**Zoomed window**

Window x 29 to 59, y 47 to 77 µm. Cells in grey, sequential cells in the stronger grey; small squares are vias.
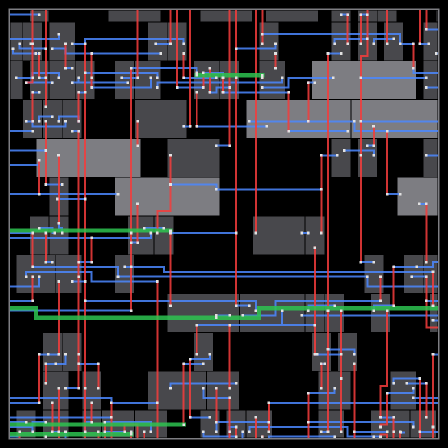
**Metal layers overlaid**

(4 px per µm) Only two layers are drawn.
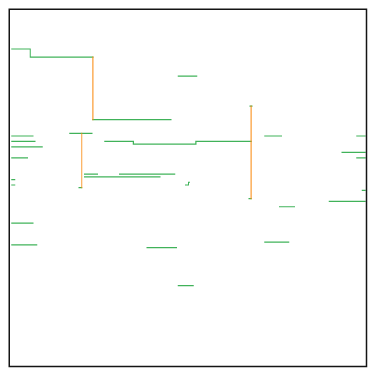
**Routing congestion**

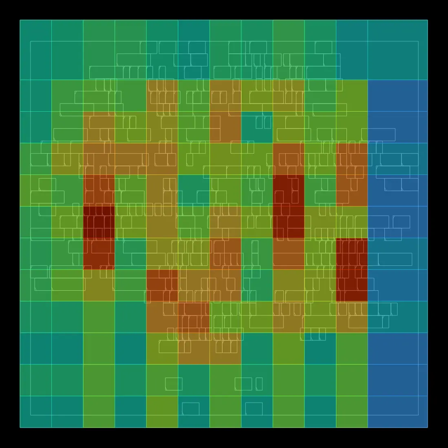
==> src/rtl/pet_pkg.sv <==
// Shared types and constants for the pet game sequencer: FSM states,
// draw object codes and the need channel indices in priority order.
package pet_pkg;

  typedef enum logic [3:0] {
    ST_START     = 4'd0,
    ST_SCN_BG    = 4'd1,
    ST_SCN_PET   = 4'd2,
    ST_SCN_AGE   = 4'd3,
    ST_HOME      = 4'd4,
    ST_SELECT    = 4'd5,
    ST_BUB_DRAW  = 4'd6,
    ST_WAIT      = 4'd7,
    ST_ITM_DRAW  = 4'd8,
    ST_ITM_MOVE  = 4'd9,
    ST_SLP_DRAW  = 4'd10,
    ST_SLP_ANIM  = 4'd11,
    ST_DEAD_DRAW = 4'd12,
    ST_GO_DRAW   = 4'd13,
    ST_END_WAIT  = 4'd14
  } pet_state_e;

  localparam int OBJ_BG          = 0;
  localparam int OBJ_PET         = 1;
  localparam int OBJ_AGE         = 2;
  localparam int OBJ_ZS          = 3;
  localparam int OBJ_GAME_OVER   = 4;
  localparam int OBJ_SKULL       = 5;
  localparam int OBJ_BUBBLE_BASE = 8;
  localparam int OBJ_ITEM_BASE   = 16;

  // Lower index wins arbitration, so sickness is always attended first.
  typedef enum logic [2:0] {
    SICK   = 3'd0,
    HUNGRY = 3'd1,
    DIRTY  = 3'd2,
    BORED  = 3'd3,
    DYING  = 3'd4
  } pet_need_e;

  // States that hold draw_req high while waiting for the datapath.
  function automatic logic is_draw_state(input pet_state_e s);
    return (s == ST_SCN_BG)   || (s == ST_SCN_PET)   || (s == ST_SCN_AGE) ||
           (s == ST_BUB_DRAW) || (s == ST_ITM_DRAW)  || (s == ST_SLP_DRAW) ||
           (s == ST_DEAD_DRAW) || (s == ST_GO_DRAW);
  endfunction

  // States that hold move_req high while waiting for the datapath.
  function automatic logic is_move_state(input pet_state_e s);
    return (s == ST_ITM_MOVE) || (s == ST_SLP_ANIM);
  endfunction

  // States during which the pet is shown as dead.
  function automatic logic is_dead_state(input pet_state_e s);
    return (s == ST_DEAD_DRAW) || (s == ST_GO_DRAW) || (s == ST_END_WAIT);
  endfunction

endpackage

==> src/rtl/prio_onehot_latch.sv <==
// Lowest-index-first priority encoder with a latch that remembers which
// need is being served. enc_idx exposes the unlatched winner so the owner
// can use it in the same cycle the latch loads.
module prio_onehot_latch
  import pet_pkg::*;
#(
  parameter int N     = 5,
  parameter int IDX_W = 3
) (
  input  logic             clk,
  input  logic             resetn,
  input  logic             load,
  input  logic             clear,
  input  logic [N-1:0]     req,
  output logic [N-1:0]     onehot,
  output logic [IDX_W-1:0] idx,
  output logic [IDX_W-1:0] enc_idx
);

  logic [N-1:0] enc_onehot;

  // Isolate the lowest set request bit as a one-hot vector.
  always_comb begin
    enc_onehot = req & (~req + N'(1));
  end

  // Binary index of the lowest set request bit; scanning downward lets the
  // lowest index overwrite any higher one.
  always_comb begin
    enc_idx = '0;
    for (int i = N - 1; i >= 0; i--) begin
      if (req[i]) enc_idx = IDX_W'(i);
    end
  end

  // Hold the selected need until the sequencer finishes or abandons it.
  always_ff @(posedge clk) begin
    if (!resetn) begin
      onehot <= '0;
      idx    <= '0;
    end else if (load) begin
      onehot <= enc_onehot;
      idx    <= enc_idx;
    end else if (clear) begin
      onehot <= '0;
      idx    <= '0;
    end
  end

endmodule

==> src/rtl/pet_mood_sequencer.sv <==
// Game sequencer for the pet: arbitrates need channels, drives the VGA
// draw/animate datapath through req/done handshakes and tracks strikes
// for unattended bubbles up to death and game over.
module pet_mood_sequencer
  import pet_pkg::*;
#(
  parameter int NUM_NEEDS   = 5,
  parameter int OBJ_W       = 5,
  parameter int TMO_W       = 8,
  parameter int BUBBLE_TMO  = 200,
  parameter int MAX_STRIKES = 4
) (
  input  logic                 clk,
  input  logic                 resetn,
  input  logic                 go,
  input  logic                 tick,
  input  logic                 sleep,
  input  logic [NUM_NEEDS-1:0] need_req,
  input  logic [NUM_NEEDS-1:0] item_given,
  input  logic                 draw_done,
  input  logic                 move_done,
  output logic                 draw_req,
  output logic                 move_req,
  output logic [OBJ_W-1:0]     draw_obj,
  output logic [NUM_NEEDS-1:0] need_active,
  output logic [NUM_NEEDS-1:0] need_cleared,
  output logic [2:0]           strikes,
  output logic                 deceased
);

  localparam int IDX_W = (NUM_NEEDS > 1) ? $clog2(NUM_NEEDS) : 1;

  pet_state_e           state, state_nxt;
  logic [TMO_W-1:0]     tmo_cnt, tmo_nxt;
  logic [2:0]           strikes_nxt, strike_up;
  logic                 latch_load, latch_clear;
  logic [NUM_NEEDS-1:0] cleared_nxt;
  logic [IDX_W-1:0]     idx, enc_idx, obj_idx;
  logic [OBJ_W-1:0]     obj_nxt;

  prio_onehot_latch #(
    .N     (NUM_NEEDS),
    .IDX_W (IDX_W)
  ) u_need_latch (
    .clk     (clk),
    .resetn  (resetn),
    .load    (latch_load),
    .clear   (latch_clear),
    .req     (need_req),
    .onehot  (need_active),
    .idx     (idx),
    .enc_idx (enc_idx)
  );

  // Next-state, strike and bubble-timer decisions for the game flow.
  always_comb begin
    state_nxt   = state;
    tmo_nxt     = tmo_cnt;
    strikes_nxt = strikes;
    latch_load  = 1'b0;
    latch_clear = 1'b0;
    cleared_nxt = '0;
    strike_up   = (strikes == 3'd7) ? 3'd7 : strikes + 3'd1;
    case (state)
      ST_START:    if (go) state_nxt = ST_SCN_BG;
      ST_SCN_BG:   if (draw_done) state_nxt = ST_SCN_PET;
      ST_SCN_PET:  if (draw_done) state_nxt = ST_SCN_AGE;
      ST_SCN_AGE:  if (draw_done) state_nxt = ST_HOME;
      ST_HOME: begin
        if (sleep)          state_nxt = ST_SLP_DRAW;
        else if (|need_req) state_nxt = ST_SELECT;
      end
      ST_SELECT: begin
        latch_load = 1'b1;
        state_nxt  = (|need_req) ? ST_BUB_DRAW : ST_HOME;
      end
      ST_BUB_DRAW: begin
        if (draw_done) begin
          state_nxt = ST_WAIT;
          tmo_nxt   = '0;
        end
      end
      ST_WAIT: begin
        if (tick && (tmo_cnt != '1)) tmo_nxt = tmo_cnt + TMO_W'(1);
        if (|(item_given & need_active)) begin
          state_nxt = ST_ITM_DRAW;
        end else if (tick && (tmo_cnt == TMO_W'(BUBBLE_TMO - 1))) begin
          strikes_nxt = strike_up;
          latch_clear = 1'b1;
          state_nxt   = (strike_up == 3'(MAX_STRIKES)) ? ST_DEAD_DRAW : ST_SCN_BG;
        end
      end
      ST_ITM_DRAW: if (draw_done) state_nxt = ST_ITM_MOVE;
      ST_ITM_MOVE: begin
        if (move_done) begin
          cleared_nxt = need_active;
          strikes_nxt = (strikes == 3'd0) ? 3'd0 : strikes - 3'd1;
          latch_clear = 1'b1;
          state_nxt   = ST_SCN_BG;
        end
      end
      ST_SLP_DRAW:  if (draw_done) state_nxt = ST_SLP_ANIM;
      ST_SLP_ANIM:  if (move_done) state_nxt = ST_SCN_BG;
      ST_DEAD_DRAW: if (draw_done) state_nxt = ST_GO_DRAW;
      ST_GO_DRAW:   if (draw_done) state_nxt = ST_END_WAIT;
      ST_END_WAIT: begin
        if (go) begin
          strikes_nxt = 3'd0;
          state_nxt   = ST_SCN_BG;
        end
      end
      default: state_nxt = ST_START;
    endcase
  end

  // Object code for the request that will be active after this edge; the
  // need index comes straight from the encoder while it is being latched.
  always_comb begin
    obj_idx = (state == ST_SELECT) ? enc_idx : idx;
    case (state_nxt)
      ST_SCN_BG:    obj_nxt = OBJ_W'(OBJ_BG);
      ST_SCN_PET:   obj_nxt = OBJ_W'(OBJ_PET);
      ST_SCN_AGE:   obj_nxt = OBJ_W'(OBJ_AGE);
      ST_BUB_DRAW:  obj_nxt = OBJ_W'(OBJ_BUBBLE_BASE) + OBJ_W'(obj_idx);
      ST_ITM_DRAW,
      ST_ITM_MOVE:  obj_nxt = OBJ_W'(OBJ_ITEM_BASE) + OBJ_W'(obj_idx);
      ST_SLP_DRAW,
      ST_SLP_ANIM:  obj_nxt = OBJ_W'(OBJ_ZS);
      ST_DEAD_DRAW: obj_nxt = OBJ_W'(OBJ_SKULL);
      ST_GO_DRAW:   obj_nxt = OBJ_W'(OBJ_GAME_OVER);
      default:      obj_nxt = '0;
    endcase
  end

  // State register with outputs registered from the next state so they
  // line up exactly with the state they describe.
  always_ff @(posedge clk) begin
    if (!resetn) begin
      state        <= ST_START;
      tmo_cnt      <= '0;
      strikes      <= 3'd0;
      need_cleared <= '0;
      draw_req     <= 1'b0;
      move_req     <= 1'b0;
      draw_obj     <= '0;
      deceased     <= 1'b0;
    end else begin
      state        <= state_nxt;
      tmo_cnt      <= tmo_nxt;
      strikes      <= strikes_nxt;
      need_cleared <= cleared_nxt;
      draw_req     <= is_draw_state(state_nxt);
      move_req     <= is_move_state(state_nxt);
      draw_obj     <= obj_nxt;
      deceased     <= is_dead_state(state_nxt);
    end
  end

endmodule

==> config.mk <==
export PLATFORM = sky130hd
export DESIGN_NAME = pet_mood_sequencer
export DESIGN_NICKNAME = d
export VERILOG_FILES = /design/src/rtl/pet_pkg.sv /design/src/rtl/prio_onehot_latch.sv /design/src/rtl/pet_mood_sequencer.sv
export SDC_FILE = /design/constraint.sdc
export NUM_CORES = 1
export LEC_CHECK = 0
export ABC_AREA = 1
export CAP_MARGIN = 5
export CORE_MARGIN = 2
export CORE_UTILIZATION = 30
export CTS_BUF_LIST = sky130_fd_sc_hd__clkbuf_8
export DETAILED_ROUTE_END_ITERATION = 8
export PLACE_DENSITY = 0.55
export SLEW_MARGIN = 10
export SYNTH_ARGS = -nofsm -noshare
export SYNTH_HDL_FRONTEND = slang
export SYNTH_SLANG_ARGS = --single-unit
==> constraint.sdc <==
create_clock -name clk -period 5.05 [get_ports clk]
set_clock_uncertainty 0.15 [all_clocks]
set_input_delay 0.7575 -clock clk [delete_from_list [all_inputs] [get_ports clk]]
set_output_delay 0.7575 -clock clk [all_outputs]
set_load 0.05 [all_outputs]
==> job_summary.md <==
## Implementation flow summary

| Metric | Value |
|---|---|
| First-pass GRT wire length | 9025 µm |
| Design area | 2734 µm² |
| Synth top area cells | dfxtp_1 (33%), nand2_1 (15%), nor2_1 (7.6%) |
| Combinational power share | roughly a quarter |
| Drt via density | 4.561 |
| Clock Power | 0.000216 W |
| Post-synthesis average cell area | ~6.4 µm² |
| Hold Buf Count CTS | 0 |
| Internal Power | 0.0004696 W |
| Nonclk buf count | 37 |
| Power per cell area | roughly 250 nW/µm² |
| Worst R2R Setup Slack | 2.86 ns |
| Yosys stat area | 2166 µm² |
| Max Cap Viol | 0 |
| Basic Gates by Area | between 40% and 50% |
| Leak | around 1.2 nW |
| Outcome | finished, final reports clean |
| # diodes | 0 |
| Inverters | about 55 |
| Fa+ha+maj area frac | ~2.9% |
| Synth cell types | 33 |
| Multi-input gates | roughly 240 |
| Synth Warn # | 0 |
| Synth cell count leaders | nand2_1 (89), nor2_1 (44), inv_1 (43) |
| XOR/XNOR Fraction of Synth Area | 0% |
| Clock root buffer | clkbuf_8 |
| Worst-path maximum fanout | 5 |
| Post-DP HPWL | 4195 µm |
| WP buf/inv | 4 |
About 'zoomed window':
legend:
  met3:
    colour: green
  met2:
    colour: red
  met1:
    colour: blue
netlist names of flops here include: `u_need_latch.onehot` (3)
most frequent: nand2_1 (21), inv_1 (11), nand3_1 (7)
sequential cells in the window: 5
cells with their middle in the window: 70

About 'metal layers overlaid':
legend:
  met4:
    colour: orange
    wire_length: 52.4 µm
  met3:
    colour: green
    wire_length: 208 µm
vias post-DR: 2162
drt total wl: 5348 µm
DR WL/cell: 11.28 µm
GRT Overall Usage: 14.32%

About 'routing congestion':
grt met3 use: 3.047%
global routing's busiest layer: met2
routing usage on met1: 19.66%
M2 GR Usage: 22.66%

Power is estimated from default activity; no workload was simulated.
